**src/rtl/alu_pkg.sv**
```systemverilog
// Shared types and operand-classification helpers for the RV32M multiply/divide unit.
package alu_pkg;

   typedef enum logic [2:0] {
      OP_MUL    = 3'b000,
      OP_MULH   = 3'b001,
      OP_MULHSU = 3'b010,
      OP_MULHU  = 3'b011,
      OP_DIV    = 3'b100,
      OP_DIVU   = 3'b101,
      OP_REM    = 3'b110,
      OP_REMU   = 3'b111
   } mdu_op_t;

   typedef enum logic [1:0] {IDLE, CALC, FIX, DONE} mdu_state_t;

   function automatic logic is_div(mdu_op_t op);
      return op[2];
   endfunction

   function automatic logic is_rem(mdu_op_t op);
      return op[2] & op[1];
   endfunction

   function automatic logic is_signed_a(mdu_op_t op);
      return (op == OP_MULH) || (op == OP_MULHSU) || (op == OP_DIV) || (op == OP_REM);
   endfunction

   function automatic logic is_signed_b(mdu_op_t op);
      return (op == OP_MULH) || (op == OP_DIV) || (op == OP_REM);
   endfunction

endpackage

```
**src/rtl/mdu_divstep.sv**
```systemverilog
// One restoring-division step: shift in a dividend bit, trial-subtract the divisor.
module mdu_divstep #(
   parameter int WIDTH = 32
) (
   input  logic [WIDTH-1:0] i_rem,
   input  logic             i_dvd_bit,
   input  logic [WIDTH-1:0] i_dvs,
   output logic [WIDTH-1:0] o_rem,
   output logic             o_qbit
);

   logic [WIDTH:0]   w_shift;
   logic [WIDTH+1:0] w_diff;

   assign w_shift = {i_rem, i_dvd_bit};
   // Extra top bit acts as the borrow: set means the trial subtract failed.
   assign w_diff  = {1'b0, w_shift} - {2'b00, i_dvs};
   assign o_qbit  = ~w_diff[WIDTH+1];
   assign o_rem   = o_qbit ? w_diff[WIDTH-1:0] : w_shift[WIDTH-1:0];

endmodule

```
**src/rtl/mdu_seq.sv**
```systemverilog
// Iterative RV32M multiply/divide unit, one result bit per cycle.
// Optional MDU_EARLY_OUT_EN: divide-by-zero, signed overflow and zero-operand multiplies finish at the accept edge.
module mdu_seq
   import alu_pkg::*;
#(
   parameter int WIDTH = 32
) (
   input  logic             clk,
   input  logic             rst_n,
   input  logic             in_valid,
   output logic             in_ready,
   input  logic [2:0]       op,
   input  logic [WIDTH-1:0] a,
   input  logic [WIDTH-1:0] b,
   input  logic             flush,
   output logic             out_valid,
   input  logic             out_ready,
   output logic [WIDTH-1:0] out,
   output logic             zero_flag
);

   localparam int CNT_W = $clog2(WIDTH + 1);

   mdu_state_t         r_state, w_state_nxt;
   mdu_op_t            r_op, w_op;
   logic [CNT_W-1:0]   r_cnt;
   logic [WIDTH-1:0]   r_opnd, r_out;
   logic [2*WIDTH-1:0] r_acc;
   logic               r_neg, r_neg_rem, r_zero;

   logic               w_accept, w_sa, w_sb, w_b_zero, w_early;
   logic [WIDTH-1:0]   w_abs_a, w_abs_b, w_early_res;
   logic [WIDTH:0]     w_sum;
   logic [2*WIDTH-1:0] w_mul_nxt, w_div_nxt, w_prod;
   logic [WIDTH-1:0]   w_drem, w_quo, w_rem, w_fix;
   logic               w_qbit;

   assign w_op     = mdu_op_t'(op);
   assign w_sa     = is_signed_a(w_op) & a[WIDTH-1];
   assign w_sb     = is_signed_b(w_op) & b[WIDTH-1];
   assign w_abs_a  = w_sa ? -a : a;
   assign w_abs_b  = w_sb ? -b : b;
   assign w_b_zero = (b == '0);
   assign w_accept = in_valid && (r_state == IDLE) && !flush;

`ifdef MDU_EARLY_OUT_EN
   logic w_ovf;
   assign w_ovf = is_signed_a(w_op) && (a == {1'b1, {(WIDTH-1){1'b0}}}) && (b == '1);
   always_comb begin
      w_early     = 1'b0;
      w_early_res = '0;
      if (is_div(w_op)) begin
         if (w_b_zero) begin
            w_early     = 1'b1;
            w_early_res = is_rem(w_op) ? a : '1;
         end else if (w_ovf) begin
            w_early     = 1'b1;
            w_early_res = is_rem(w_op) ? '0 : a;
         end
      end else if ((a == '0) || w_b_zero) begin
         w_early = 1'b1;
      end
   end
`else
   assign w_early     = 1'b0;
   assign w_early_res = '0;
`endif

   // Multiply: LSB-first shift-add, multiplier sits in the low half of r_acc.
   assign w_sum     = {1'b0, r_acc[2*WIDTH-1:WIDTH]} + (r_acc[0] ? {1'b0, r_opnd} : '0);
   assign w_mul_nxt = {w_sum, r_acc[WIDTH-1:1]};

   // Divide: remainder in the high half, dividend shifts out / quotient shifts in low half.
   mdu_divstep #(.WIDTH(WIDTH)) u_divstep (
      .i_rem     (r_acc[2*WIDTH-1:WIDTH]),
      .i_dvd_bit (r_acc[WIDTH-1]),
      .i_dvs     (r_opnd),
      .o_rem     (w_drem),
      .o_qbit    (w_qbit)
   );
   assign w_div_nxt = {w_drem, r_acc[WIDTH-2:0], w_qbit};

   assign w_prod = r_neg ? -r_acc : r_acc;
   assign w_quo  = r_neg ? -r_acc[WIDTH-1:0] : r_acc[WIDTH-1:0];
   assign w_rem  = r_neg_rem ? -r_acc[2*WIDTH-1:WIDTH] : r_acc[2*WIDTH-1:WIDTH];

   always_comb begin
      w_fix = '0;
      if (is_div(r_op))           w_fix = is_rem(r_op) ? w_rem : w_quo;
      else if (r_op == OP_MUL)    w_fix = w_prod[WIDTH-1:0];
      else                        w_fix = w_prod[2*WIDTH-1:WIDTH];
   end

   always_ff @(posedge clk or negedge rst_n) begin
      if (!rst_n) r_state <= IDLE;
      else        r_state <= w_state_nxt;
   end

   always_comb begin
      w_state_nxt = r_state;
      in_ready    = 1'b0;
      out_valid   = 1'b0;
      case (r_state)
         IDLE: begin
            in_ready = 1'b1;
            if (w_accept) w_state_nxt = w_early ? DONE : CALC;
         end
         CALC: if (r_cnt == CNT_W'(WIDTH - 1)) w_state_nxt = FIX;
         FIX:  w_state_nxt = DONE;
         DONE: begin
            out_valid = 1'b1;
            if (out_ready) w_state_nxt = IDLE;
         end
         default: w_state_nxt = IDLE;
      endcase
      if (flush) w_state_nxt = IDLE;
   end

   always_ff @(posedge clk or negedge rst_n) begin
      if (!rst_n) begin
         r_op      <= OP_MUL;
         r_cnt     <= '0;
         r_opnd    <= '0;
         r_acc     <= '0;
         r_neg     <= 1'b0;
         r_neg_rem <= 1'b0;
         r_out     <= '0;
         r_zero    <= 1'b1;
      end else if (w_accept) begin
         r_op      <= w_op;
         r_cnt     <= '0;
         r_opnd    <= is_div(w_op) ? w_abs_b : w_abs_a;
         r_acc     <= {{WIDTH{1'b0}}, (is_div(w_op) ? w_abs_a : w_abs_b)};
         // Divide-by-zero quotient must stay all ones, so never negate it.
         r_neg     <= (w_sa ^ w_sb) & ~(is_div(w_op) & w_b_zero);
         r_neg_rem <= w_sa;
         if (w_early) begin
            r_out  <= w_early_res;
            r_zero <= (w_early_res == '0);
         end
      end else if (r_state == CALC && !flush) begin
         r_acc <= is_div(r_op) ? w_div_nxt : w_mul_nxt;
         r_cnt <= r_cnt + 1'b1;
      end else if (r_state == FIX && !flush) begin
         r_out  <= w_fix;
         r_zero <= (w_fix == '0);
      end
   end

   assign out       = r_out;
   assign zero_flag = r_zero;

endmodule

```
**config.mk**
```make
export PLATFORM = sky130hd
export DESIGN_NAME = mdu_seq
export DESIGN_NICKNAME = d
export VERILOG_FILES = /design/src/rtl/alu_pkg.sv /design/src/rtl/mdu_divstep.sv /design/src/rtl/mdu_seq.sv
export SDC_FILE = /design/constraint.sdc
export NUM_CORES = 1
export LEC_CHECK = 0
export CAP_MARGIN = 20
export CORE_AREA = 2 2 184 186
export CTS_CLUSTER_DIAMETER = 60
export DETAILED_ROUTE_END_ITERATION = 10
export DIE_AREA = 0 0 186 188
export PLACE_DENSITY = 0.65
export SKIP_CTS_REPAIR_TIMING = 1
export SLEW_MARGIN = 20
export SYNTH_ARGS = -nofsm -noshare
export SYNTH_HDL_FRONTEND = slang
export SYNTH_SLANG_ARGS = --single-unit
```
**constraint.sdc**
```tcl
create_clock -name clk -period 4.2 [get_ports clk]
set_input_delay 0.42 -clock clk [delete_from_list [all_inputs] [get_ports clk]]
set_output_delay 0.42 -clock clk [all_outputs]
set_load 0.03 [all_outputs]
```
Run 1, clock routing:
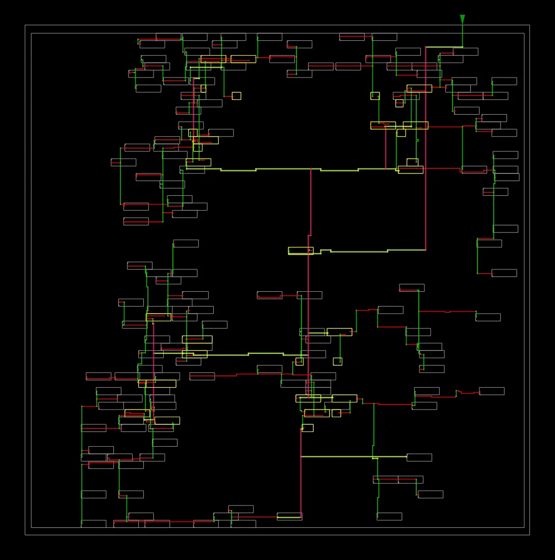
clock sink total: 142
Seq cells: 142

Run 1, cell density map:
Scale bar: 50 um. The die is cut into 19 by 19 equal tiles; dark purple is low, yellow is high, 0 to 100% covered.
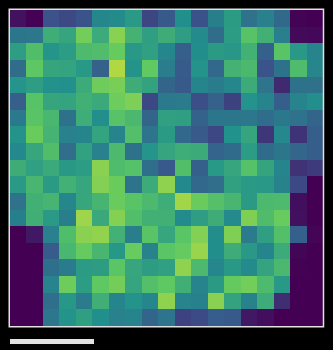
emptiest ninth of the die: lower right
nearly empty tiles: 8.0%
fullest tile: 88%
tiles over 75% full: 11%
mean over tiles: 48%

==> results.yml, run 1 <==
# synthesis and place-and-route metrics
run_status:
  status: "completed"
critical_path:
  cp_data_required_time_ns: 4.55
  crit_buf_inv: 0
  cp_max_fo: 9
  crit_type: "reg -> reg"
  slowest_delay_ns: 0.66
  crit_family: "simple AND/OR/NAND/NOR gates"
  r2r-start: "r_acc[13]"
  cp_cell_sequence: "or4_4 -> or4_1 -> or4_4 -> or3_1 -> a221oi_2 -> o21ai_1 -> and4b_1 -> nand4_1 -> or4_1 -> o31ai_2"
  reg2reg_to: "zero_flag"
  arrival_ns: 4.36
  crit_slowest_cell: "or4_4"
  rrSetupSlack_ns: 0.19
  worst_setup_path_end_kind: "flip-flop"
job:
  tool_warnings: 29
  cap_violations: 0
final_layout:
  seq_area_sq_um: 3556
  instances_no_fill: 2551
  area_delta_synth_final_pct: 17.60
  postLayoutCoreUtil_pct: 52.05
  diodes: 0
  drive_gt1_share_pct: 9.082
  comb_area_sq_um: 10330
  fillers: 3262
  layout_top_cell: "nand2_1"
  lay_top_cells: "262 x nand2_1, 185 x nor2_1, 163 x o21ai_0"
clocking:
  cts_tree: "done"
  worstSkewPairLatency_ns: 0.45
  clk_path_buf_depth: 2
  root_buffer: "clkbuf_16"
  cts_buffers: 17
  cts.htree.levels: 4
  clk_pin_slew_ns: 0.07
final_timing:
  slew_headroom_pct: 30.94
  worstMarginPinSlew_ns: 1.025
  finClkSkew_ns: 0.01167
  finalSetupViolations: 0
  final.min_clock_period_ns: 4.008
  maxSlewViolCount: 0
  finalHoldViolations: 0
  rsz0062_at_grt: "false"
  max_freq_mhz: 249.5
  fin_setup_tns_ns: 0
  fin_ws_ns: 0.1924
floorplanning:
  core-area_sq_um: 33110
  fp_util_pct: 44.26
  die_area_sq_um: 34970
  io_pins: 107
  rows: 67
  die_y_um: 188
detailed_routing:
  via_per_inst: 6.185
  wl_met2_mm: 24.90
  wl_met1_mm: 24.73
  dr_wl_met3_mm: 4.604
  wirelength_mm: 57.76
  vias: 15780
  drt_iter0_drc: 1779
  post_drt_wl_per_cell_um: 22.64
  drc: 0
  highest_layer: "met4"
  first_pass_iters: 6
  ant_nets: 0
place:
  placed_cells: 2519
  place_congestion: 0.9963
  dp_hpwl_mm: 45.26
  post-place-ws_ns: 0.2375
  io_buffer_count: 106
global_routing:
  antenna_found_initial: 0
  overflow: 0
  grt_max_degree: 99
  grt_pass1_vias: 15060
  track_usage_pct: 33.41
power:
  intPower_mw: 6.858
  swShare_pct: 54.80
  p_comb_share_pct: 72.0
  irDropWorstVdd_uv: 397.8
  p_per_area_nw_per_um2: 880.4
  p_leak_nw: 7.382
  p_seq_share_pct: 17.4
  clkPwrFrac_pct: 10.6
  switching_power_mw: 8.315
synthesis:
  synth_cell_type_count: 79
  syn_inst: 1985
  ff_type: "dfrtp_1"
  ys_seq_share_pct: 24.26
  syn_avg_cell_area_sq_um: 7.383
  ys_chip_area_sq_um: 14660
  ys_cells: 1985
  synthArstFlopShare_pct: 100.0
  yosys_warnings: 0
  synth-edff-count: 0
  fp_nets: 2132
  synth_top_cell_by_area: "dfrtp_1"
  syn_area_sq_um: 14660
  top_area_share_pct: 24.08
  topCellsByArea: "dfrtp_1 24%, nand2_1 6.7%, ha_1 6.2%"
  numSynthFlops: 142
min_path:
  hold_path.class: "in -> async"
Run 1, signal metal coverage by tile:
The die is cut into 37 by 38 equal tiles; dark purple is low, yellow is high, scaled to the fullest tile. Values are wire area over tile area, all layers added.
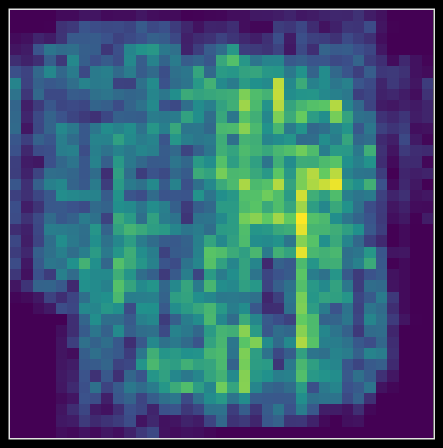
nearly empty tiles: 11%
fullest tile: 0.87
emptiest ninth of the die: lower left

Run 1, sequential cells grouped by signal name:
Scale bar: 50 um.
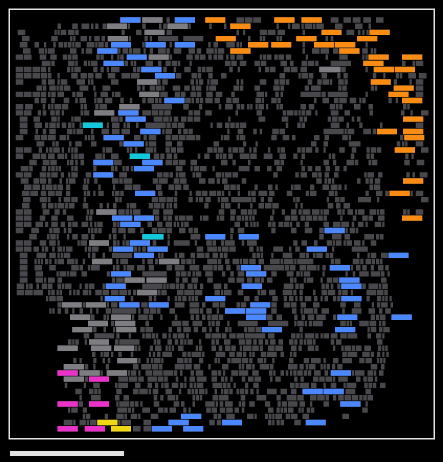
| color | signal | placed flops |
|---|---|---|
| cyan | `r_op` | 3 |
| magenta | `r_cnt` | 6 |
| yellow | `r_state` | 2 |
| orange | `out` | 32 |
| blue | `r_acc` | 64 |
not colored: 35

==> run 1: stage by stage <==
| stage | power (mW) | area [sq um] |
|---|---|---|
| after global placement | 13.14 | 16640 |
| after CTS | 14.87 | 17230 |
| after floorplan | 9.303 | 14660 |
| after global routing | 16.09 | 17230 |
| final | 15.17 | 17230 |
| after detailed placement | 13.20 | 16640 |
==> run 1: final cells by class <==
class / count / share of cell area, %
repair buffers: 216 / 11.00
flip-flops and latches: 142 / 20.63
multi-input cells: 1634 / 59.93
well taps: 448 / 3.253
inverters: 79 / 1.721
clock inverters: 15 / 0.9946
clock buffers: 17 / 2.468
==> run 1: per-layer routing <==
layer  up-vias  track usage, %
li1       7406               -
met1      7382           45.79
met2       813           50.13
met3       176           4.855
met4         0           18.75
met5         -               0
==> run 1: Yosys cell counts, types with 53 or more instances <==
master    count
inv_1        78
dfrtp_1     141
nor3_1       59
ha_1         73
clkbuf_1    111
xor2_1       71
mux2i_1      53
o21ai_0     163
a21oi_1     160
nand2_1     262
xnor2_1      91
nor2_1      187
==> run 1: worst max-delay path by stage <==
stage / from / endpoint / slack, ns / cells past startpoint
CTS: r_acc[13] / zero_flag / 0.22 / 10
global placement: r_acc[43] / r_acc[58] / 0.26 / 14
floorplan: r_acc[13] / zero_flag / 0.31 / 12
detailed placement: r_acc[13] / zero_flag / 0.24 / 10
finish: r_acc[13] / zero_flag / 0.19 / 10
global route: r_acc[13] / zero_flag / 0.03 / 10
==> run 1: power by group through the flow <==
stage	combinational, mW	sequential (mW)	clock [mW]
finish	10.9	2.64	1.60
global route	11.7	2.70	1.68
CTS	10.6	2.61	1.63
detailed placement	10.6	2.64	0
global placement	10.5	2.62	0
floorplan	6.78	2.53	0
==> run 1: state kept, by name, indices dropped and copies added, names as in the netlist <==
name,cells
r_acc,64
out,32
r_opnd,32
r_cnt,6
r_op,3
r_state,2
r_neg,1
r_neg_rem,1
zero_flag,1
==> run 1: cell families after synthesis <==
logic type	after synthesis	share of synthesized area, %
xor+xnor	162	9.682
compound gates	591	25.66
mux	67	4.696
simple gates	739	23.77
fa+ha+maj	75	6.506
buf+inv	209	5.430
flops	142	24.26
==> run 1: worst reg2reg max path: cells and delay by family, from the launching register on <==
family | cells | cell delay (ns)
flip-flops | 1 | 0.38
AND/OR/NAND/NOR | 7 | 2.97
AND-OR/OR-AND | 3 | 0.58
==> run 2, diff against run 1 <==
--- a/config.mk
+++ b/config.mk
@@ -7,7 +7,7 @@
 export LEC_CHECK = 0
 export CAP_MARGIN = 20
 export CORE_AREA = 2 2 184 186
-export CTS_CLUSTER_DIAMETER = 60
+export CTS_CLUSTER_DIAMETER = 100
 export DETAILED_ROUTE_END_ITERATION = 10
 export DIE_AREA = 0 0 186 188
 export PLACE_DENSITY = 0.65
Run 2, cell density map:
Scale bar: 50 um. The die is cut into 19 by 19 equal tiles; dark purple is low, yellow is high, 0 to 100% covered.
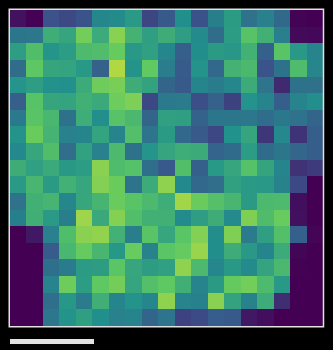
fullest tile: 88%
nearly empty tiles: 8.0%
mean over tiles: 48%
tiles over 75% full: 11%
emptiest ninth of the die: lower right

Run 2, signal metal coverage by tile:
The die is cut into 37 by 38 equal tiles; dark purple is low, yellow is high, scaled to the fullest tile. Values are wire area over tile area, all layers added.
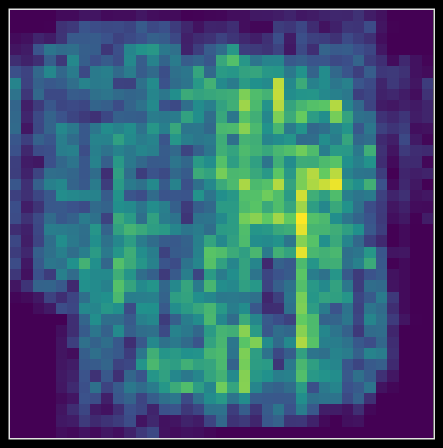
densest ninth of the die: center
fullest tile: 0.87
mean over tiles: 0.28
tiles over half the peak: 21%

==> results.yml, run 2 <==
# synthesis and place-and-route metrics
min_path:
  hold_path.class: "in -> async"
synthesis:
  ys_sh_adder_pct: 6.506
  yosys_warnings: 0
  ys_seq_share_pct: 24.26
  ff_type: "dfrtp_1"
  syn_area_sq_um: 14660
  mux_share_pct: 4.696
  aoi_share_pct: 25.66
  topCombFamilyByArea: "AND-OR/OR-AND gates"
  topCellsByArea: "dfrtp_1 24%, nand2_1 6.7%, ha_1 6.2%"
  synth-edff-count: 0
  ys_cells: 1985
  syn_avg_cell_area_sq_um: 7.383
  ys_chip_area_sq_um: 14660
  synth_cell_type_count: 79
  fp_nets: 2132
  synth_top_cell_by_area: "dfrtp_1"
  simple_gate_area_share_pct: 23.77
  synthArstFlopShare_pct: 100.0
  top_area_share_pct: 24.08
  xor_share_pct: 9.682
  most_common_cell: "nand2_1"
  top_cells_by_count: "262 x nand2_1, 187 x nor2_1, 163 x o21ai_0, 160 x a21oi_1, 141 x dfrtp_1"
  syn_inst: 1985
  numSynthFlops: 142
critical_path:
  rrSetupSlack_ns: 0.19
  cp_max_fo: 9
  crit_type: "reg -> reg"
  cp_cell_sequence: "or4_4 -> or4_1 -> or4_4 -> or3_1 -> a221oi_2 -> o21ai_1 -> and4b_1 -> nand4_1 -> or4_1 -> o31ai_2"
  slowest_delay_ns: 0.66
  reg2reg_depth: 10
  arrival_ns: 4.36
  startpoint_type: "flip-flop"
  cp_data_required_time_ns: 4.55
  worst_setup_path_end_kind: "flip-flop"
  crit_slowest_cell: "or4_4"
final_layout:
  largest_reg_flops: 64
  layout_top_cell: "nand2_1"
  drive_gt1_share_pct: 9.082
  lay_top_cells: "262 x nand2_1, 185 x nor2_1, 163 x o21ai_0"
  nNetsFinal: 2237
  diodes: 0
  fillers: 3262
  area_delta_synth_final_pct: 17.60
  top_register: "r_acc"
clocking:
  worstSkewPairLatency_ns: 0.45
  root_buffer: "clkbuf_16"
  cts_buffers: 17
  clk_pin_slew_ns: 0.07
  cts_tree: "done"
  cts.sink_count: 142
  clk_path_buf_depth: 2
  cts.htree.levels: 4
global_routing:
  antenna_found_initial: 0
  overflow: 0
  grt_max_degree: 99
  track_usage_pct: 33.41
  grt_pass1_wl_mm: 88.90
  grt_pass1_vias: 15060
detailed_routing:
  wirelength_mm: 57.76
  post_drt_wl_per_cell_um: 22.64
  drt_iter0_drc: 1779
  drc: 0
  first_pass_iters: 6
  via_per_inst: 6.185
  ant_nets: 0
  vias: 15780
power:
  p_leak_nw: 7.382
  irDropWorstVdd_uv: 397.8
  p_per_area_nw_per_um2: 880.4
final_timing:
  fin_crit_sh_pct: 95.42
  fin_setup_tns_ns: 0
  finClkSkew_ns: 0.01167
  worstMarginPinSlew_ns: 1.025
  final.min_clock_period_ns: 4.008
  maxSlewViolCount: 0
  max_freq_mhz: 249.5
  rsz0062_at_grt: "false"
  finalHoldViolations: 0
  slew_headroom_pct: 30.94
  timing.hold.ws_ns: 0.05655
  finalSetupViolations: 0
floorplanning:
  die_area_sq_um: 34970
  rows: 67
  fp_util_pct: 44.26
  io_pins: 107
  die_y_um: 188
  core-area_sq_um: 33110
  fp.dieW_um: 186
place:
  io_buffer_count: 106
  dp_hpwl_mm: 45.26
  place_congestion: 0.9963
job:
  tool_warnings: 29
  cap_violations: 0
run_status:
  status: "completed"
Run 2, sequential cells grouped by signal name:
Scale bar: 50 um.
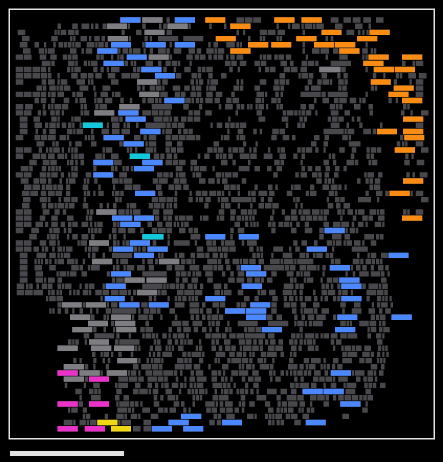
| color | signal | placed flops |
|---|---|---|
| yellow | `r_state` | 2 |
| orange | `out` | 32 |
| blue | `r_acc` | 64 |
| magenta | `r_cnt` | 6 |
| cyan | `r_op` | 3 |
not colored: 35

## run 2: power breakdown
part	switching (mW)	internal, mW
Combinational	6.88	4.05
Clock	0.708	0.894
Sequential	0.727	1.92
## run 2: critical path, delay by kind of cell (launching register included)
family	cells	cell delay (ns)
AND-OR/OR-AND	3	0.58
flip-flops	1	0.38
AND/OR/NAND/NOR	7	2.97
## run 2: cell families after synthesis
logic type                 after synthesis
AOI/OAI and AO/OA                      591
xor gates and xnor gates               162
adders and majority gates               75
buffers and inverters                  209
DFF                                    142
muxes                                   67
and+or+nand+nor                        739
## run 2: worst paths after layout
kind / endpoint / startpoint
min: r_cnt[3] / rst_n
min in group clk: out[8] / out[8]
max reg2reg: zero_flag / r_acc[13]
min reg2reg: out[8] / out[8]
max: zero_flag / r_acc[13]
max in group asynchronous: out[9] / rst_n
## run 2: layout make-up
| class | instances | area [sq um] | share of cell area, % |
|---|---|---|---|
| inverter | 79 | 296.5 | 1.721 |
| timing repair buffer | 216 | 1896 | 11.00 |
| tap | 448 | 560.5 | 3.253 |
| clock inverter | 15 | 171.4 | 0.9946 |
| multi-input combinational | 1634 | 10330 | 59.93 |
| sequential | 142 | 3556 | 20.63 |
| clock buffer | 17 | 425.4 | 2.468 |
## run 2: layer usage
| layer | global-route usage, % | up-vias | routed length, um |
|---|---|---|---|
| li1 | - | 7406 | - |
| met1 | 45.79 | 7382 | 24730 |
| met2 | 50.13 | 813 | 24900 |
| met3 | 4.855 | 176 | 4604 |
| met4 | 18.75 | 0 | 3527 |
| met5 | 0 | - | 0 |
## run 2: stage by stage
stage	util (%)	instance area, sq um	instances	setup slack (ns)	power [mW]
after global routing	52.05	17230	2551	0.03359	16.09
after floorplan	-	14660	1985	0.3118	9.303
after CTS	52.05	17230	2551	0.2219	14.87
final	52.05	17230	2551	0.1924	15.17
after detailed placement	50.24	16640	2519	0.2375	13.20
after global placement	50.24	16640	2519	0.2615	13.14
Run 2, routed metal, one color a layer:
Only two layers are drawn.
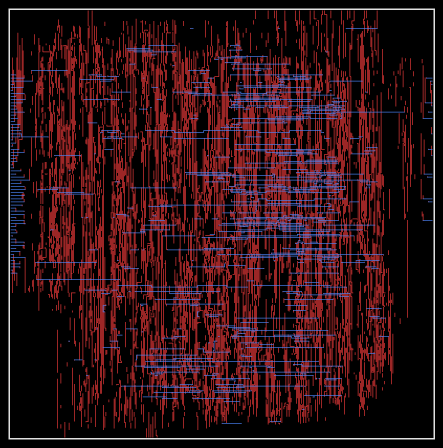

==> run 3, diff against run 2 <==
--- a/config.mk
+++ b/config.mk
@@ -5,12 +5,13 @@
 export SDC_FILE = /design/constraint.sdc
 export NUM_CORES = 1
 export LEC_CHECK = 0
+export ABC_AREA = 1
 export CAP_MARGIN = 20
-export CORE_AREA = 2 2 184 186
+export CORE_AREA = 5 5 198 200
 export CTS_CLUSTER_DIAMETER = 100
 export DETAILED_ROUTE_END_ITERATION = 10
-export DIE_AREA = 0 0 186 188
-export PLACE_DENSITY = 0.65
+export DIE_AREA = 0 0 203 205
+export PLACE_DENSITY = 0.64
 export SKIP_CTS_REPAIR_TIMING = 1
 export SLEW_MARGIN = 20
 export SYNTH_ARGS = -nofsm -noshare
Run 3, routed metal, one color a layer:
Only two layers are drawn.
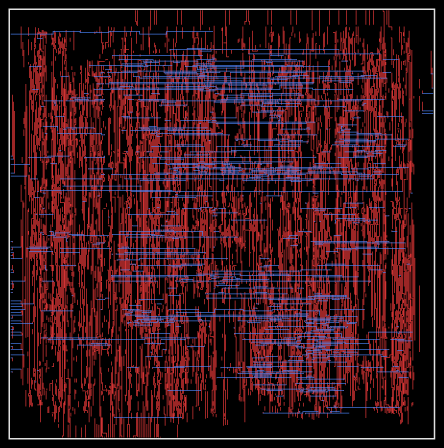
| color | layer | wire length |
|---|---|---|
| blue | metal 3 | 7920 um |
| red | metal 2 | 32.8 mm |

Run 3, sequential cells grouped by signal name:
Scale bar: 50 um.
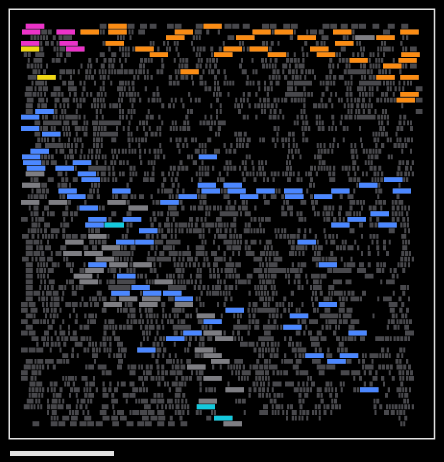
| color | signal | placed flops |
|---|---|---|
| blue | `r_acc` | 64 |
| yellow | `r_state` | 2 |
| magenta | `r_cnt` | 6 |
| cyan | `r_op` | 3 |
| orange | `out` | 32 |
not colored: 35

Run 3, cell density map:
Scale bar: 50 um. The die is cut into 20 by 20 equal tiles; dark purple is low, yellow is high, 0 to 100% covered.
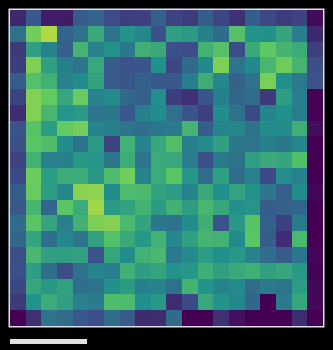
nearly empty tiles: 4.5%
tiles over 75% full: 5.0%
mean over tiles: 44%
fullest tile: 88%

==> results.yml, run 3 <==
# synthesis and place-and-route metrics
clocking:
  root_buffer: "clkbuf_16"
  clk_pin_slew_ns: 0.07
  cts_buffers: 17
  cts.htree.levels: 4
  clk_path_buf_depth: 2
  cts.sink_count: 142
  cts_tree: "done"
  worstSkewPairLatency_ns: 0.46
floorplanning:
  die_y_um: 205
  core-area_sq_um: 37220
  fp.dieW_um: 203
  io_pins: 107
  rows: 71
global_routing:
  grt_pass1_vias: 18620
  track_usage_pct: 36.43
  antenna_found_initial: 0
  grt_max_degree: 92
  grt_pass1_wl_mm: 115.0
  overflow: 0
synthesis:
  top_area_share_pct: 21.30
  topCombFamilyByArea: "simple AND/OR/NAND/NOR gates"
  ys_seq_share_pct: 21.46
  aoi_share_pct: 18.85
  synthArstFlopShare_pct: 100.0
  mux_share_pct: 0
  most_common_cell: "nand2_1"
  fp_nets: 2964
  numSynthFlops: 142
  syn_avg_cell_area_sq_um: 5.881
  ys_chip_area_sq_um: 16570
  yosys_warnings: 0
  ys_sh_adder_pct: 5.755
  syn_area_sq_um: 16570
  ys_cells: 2817
  topCellsByArea: "dfrtp_1 21%, nand2_1 20%, inv_1 8.3%"
  synth_cell_type_count: 64
  syn_inst: 2817
  xor_share_pct: 5.287
  simple_gate_area_share_pct: 37.59
  top_cells_by_count: "862 x nand2_1, 366 x inv_1, 308 x nor2_1, 215 x nand3_1, 212 x o21ai_0"
  synth_top_cell_by_area: "dfrtp_1"
  ff_type: "dfrtp_1"
  synth-edff-count: 0
final_layout:
  diodes: 0
  largest_reg_flops: 64
  layout_top_cell: "nand2_1"
  lay_top_cells: "862 x nand2_1, 366 x inv_1, 305 x nor2_1"
  area_delta_synth_final_pct: 13.00
  drive_gt1_share_pct: 4.414
  design_area_sq_um: 18720
  nNetsFinal: 3034
  top_register: "r_acc"
  instances_no_fill: 3374
place:
  dp_hpwl_mm: 62.15
  io_buffer_count: 106
  placed_cells: 3342
  place_congestion: 1.077
  place_area_sq_um: 18100
final_timing:
  finClkSkew_ns: 0.01101
  worstMarginPinSlew_ns: 0.9529
  finalSetupViolations: 0
  max_freq_mhz: 290.5
  fin_crit_sh_pct: 81.96
  maxSlewViolCount: 0
  final.min_clock_period_ns: 3.442
  finalHoldViolations: 0
  rsz0062_at_grt: "false"
  fin_setup_tns_ns: 0
  slew_headroom_pct: 35.80
critical_path:
  reg2reg_to: "r_acc[61]"
  startpoint_type: "flip-flop"
  cpMostUsedCell: "nand2_1"
  cp_cell_sequence: "buf_4 -> nand2_1 -> fa_1 -> inv_1 -> nand2_1 -> a21oi_1 -> a21oi_1 -> o21ai_0 -> nand2_1 -> nand2_1 -> a21oi_1 -> nand2_1 -> nand2_1 -> o21ai_0 -> inv_1 -> nand2_1 -> o21ai_0"
  crit_path_start: "r_acc[0]"
  r2r-start: "r_acc[0]"
  worst_setup_path_end_kind: "flip-flop"
  crit_type: "reg -> reg"
  cp_data_required_time_ns: 4.51
  slowest_delay_ns: 0.45
  reg2reg_depth: 17
  arrival_ns: 3.75
  cp_max_fo: 31
  rrSetupSlack_ns: 0.76
  crit_slowest_cell: "fa_1"
run_status:
  status: "completed"
job:
  tool_warnings: 29
  cap_violations: 0
detailed_routing:
  vias: 19810
  post_drt_wl_per_cell_um: 22.81
  ant_nets: 0
  wirelength_mm: 76.95
  via_per_inst: 5.872
  drc: 0
  drt_iter0_drc: 2489
power:
  p_leak_nw: 9.382
  irDropWorstVdd_uv: 468.3
  p_per_area_nw_per_um2: 859.2
min_path:
  hold_path.class: "in -> async"
==> run 3: critical path: cells and delay by family, from the launching register on <==
kind | cells | cell delay [ns]
AOI/OAI and AO/OA | 6 | 1.30
and+or+nand+nor | 7 | 0.67
buffers and inverters | 3 | 0.48
adders and majority gates | 1 | 0.45
DFF | 1 | 0.39
==> run 3: per-layer routing <==
metal / GRT usage (%) / vias to the layer above / part of all wire [%]
met3: 8.628 / 182 / 10
met1: 48.98 / 9217 / 42
li1: - / 9324 / -
met4: 17.14 / 0 / 5.3
met5: 0 / - / 0
met2: 55.36 / 1090 / 43
==> run 3: cell families (layout without fill, tap and decap cells) <==
kind of cell | count (synthesis) | in the layout
buffers and inverters | 469 | 552
xor gates and xnor gates | 100 | 100
DFF | 142 | 142
adders and majority gates | 75 | 75
and+or+nand+nor | 1496 | 1496
AOI/OAI and AO/OA | 535 | 535
==> run 3: layout make-up <==
cell class / instances / area, sq um
fillers: 4035 / 18500
multi-input cells: 2206 / 11200
flip-flops and latches: 142 / 3557
inverters: 381 / 1439
repair buffers: 139 / 1310
well taps: 474 / 593.1
clock buffers: 19 / 442.9
clock inverters: 13 / 176.4
==> run 3: power breakdown <==
group | switching [mW] | total [mW] | internal, mW
sequential | 0.881 | 2.81 | 1.93
clock | 0.730 | 1.69 | 0.964
combinational | 8.23 | 11.6 | 3.35
==> run 3: worst max-delay path by stage <==
stage	to	slack, ns	cells after the start
after global placement	r_acc[13]	0.86	10
final	r_acc[61]	0.76	17
after global routing	r_acc[61]	0.39	17
after floorplan	r_acc[61]	1.29	21
after detailed placement	r_acc[13]	0.85	10
after CTS	r_acc[61]	0.83	17
==> run 3: metrics by stage <==
stage               hold slack, ns  setup WS, ns  utilization (%)  power, mW
floorplan                   0.1244         1.290                -      9.875
global placement            0.4605        0.8623            48.63      13.85
detailed placement          0.4631        0.8514            48.63      13.88
CTS                        0.09672        0.8314            50.29      15.63
global route                0.1442        0.3861            50.29      17.10
finish                     0.07534        0.7577            50.29      16.08
Power and IR drop assume default switching activity.
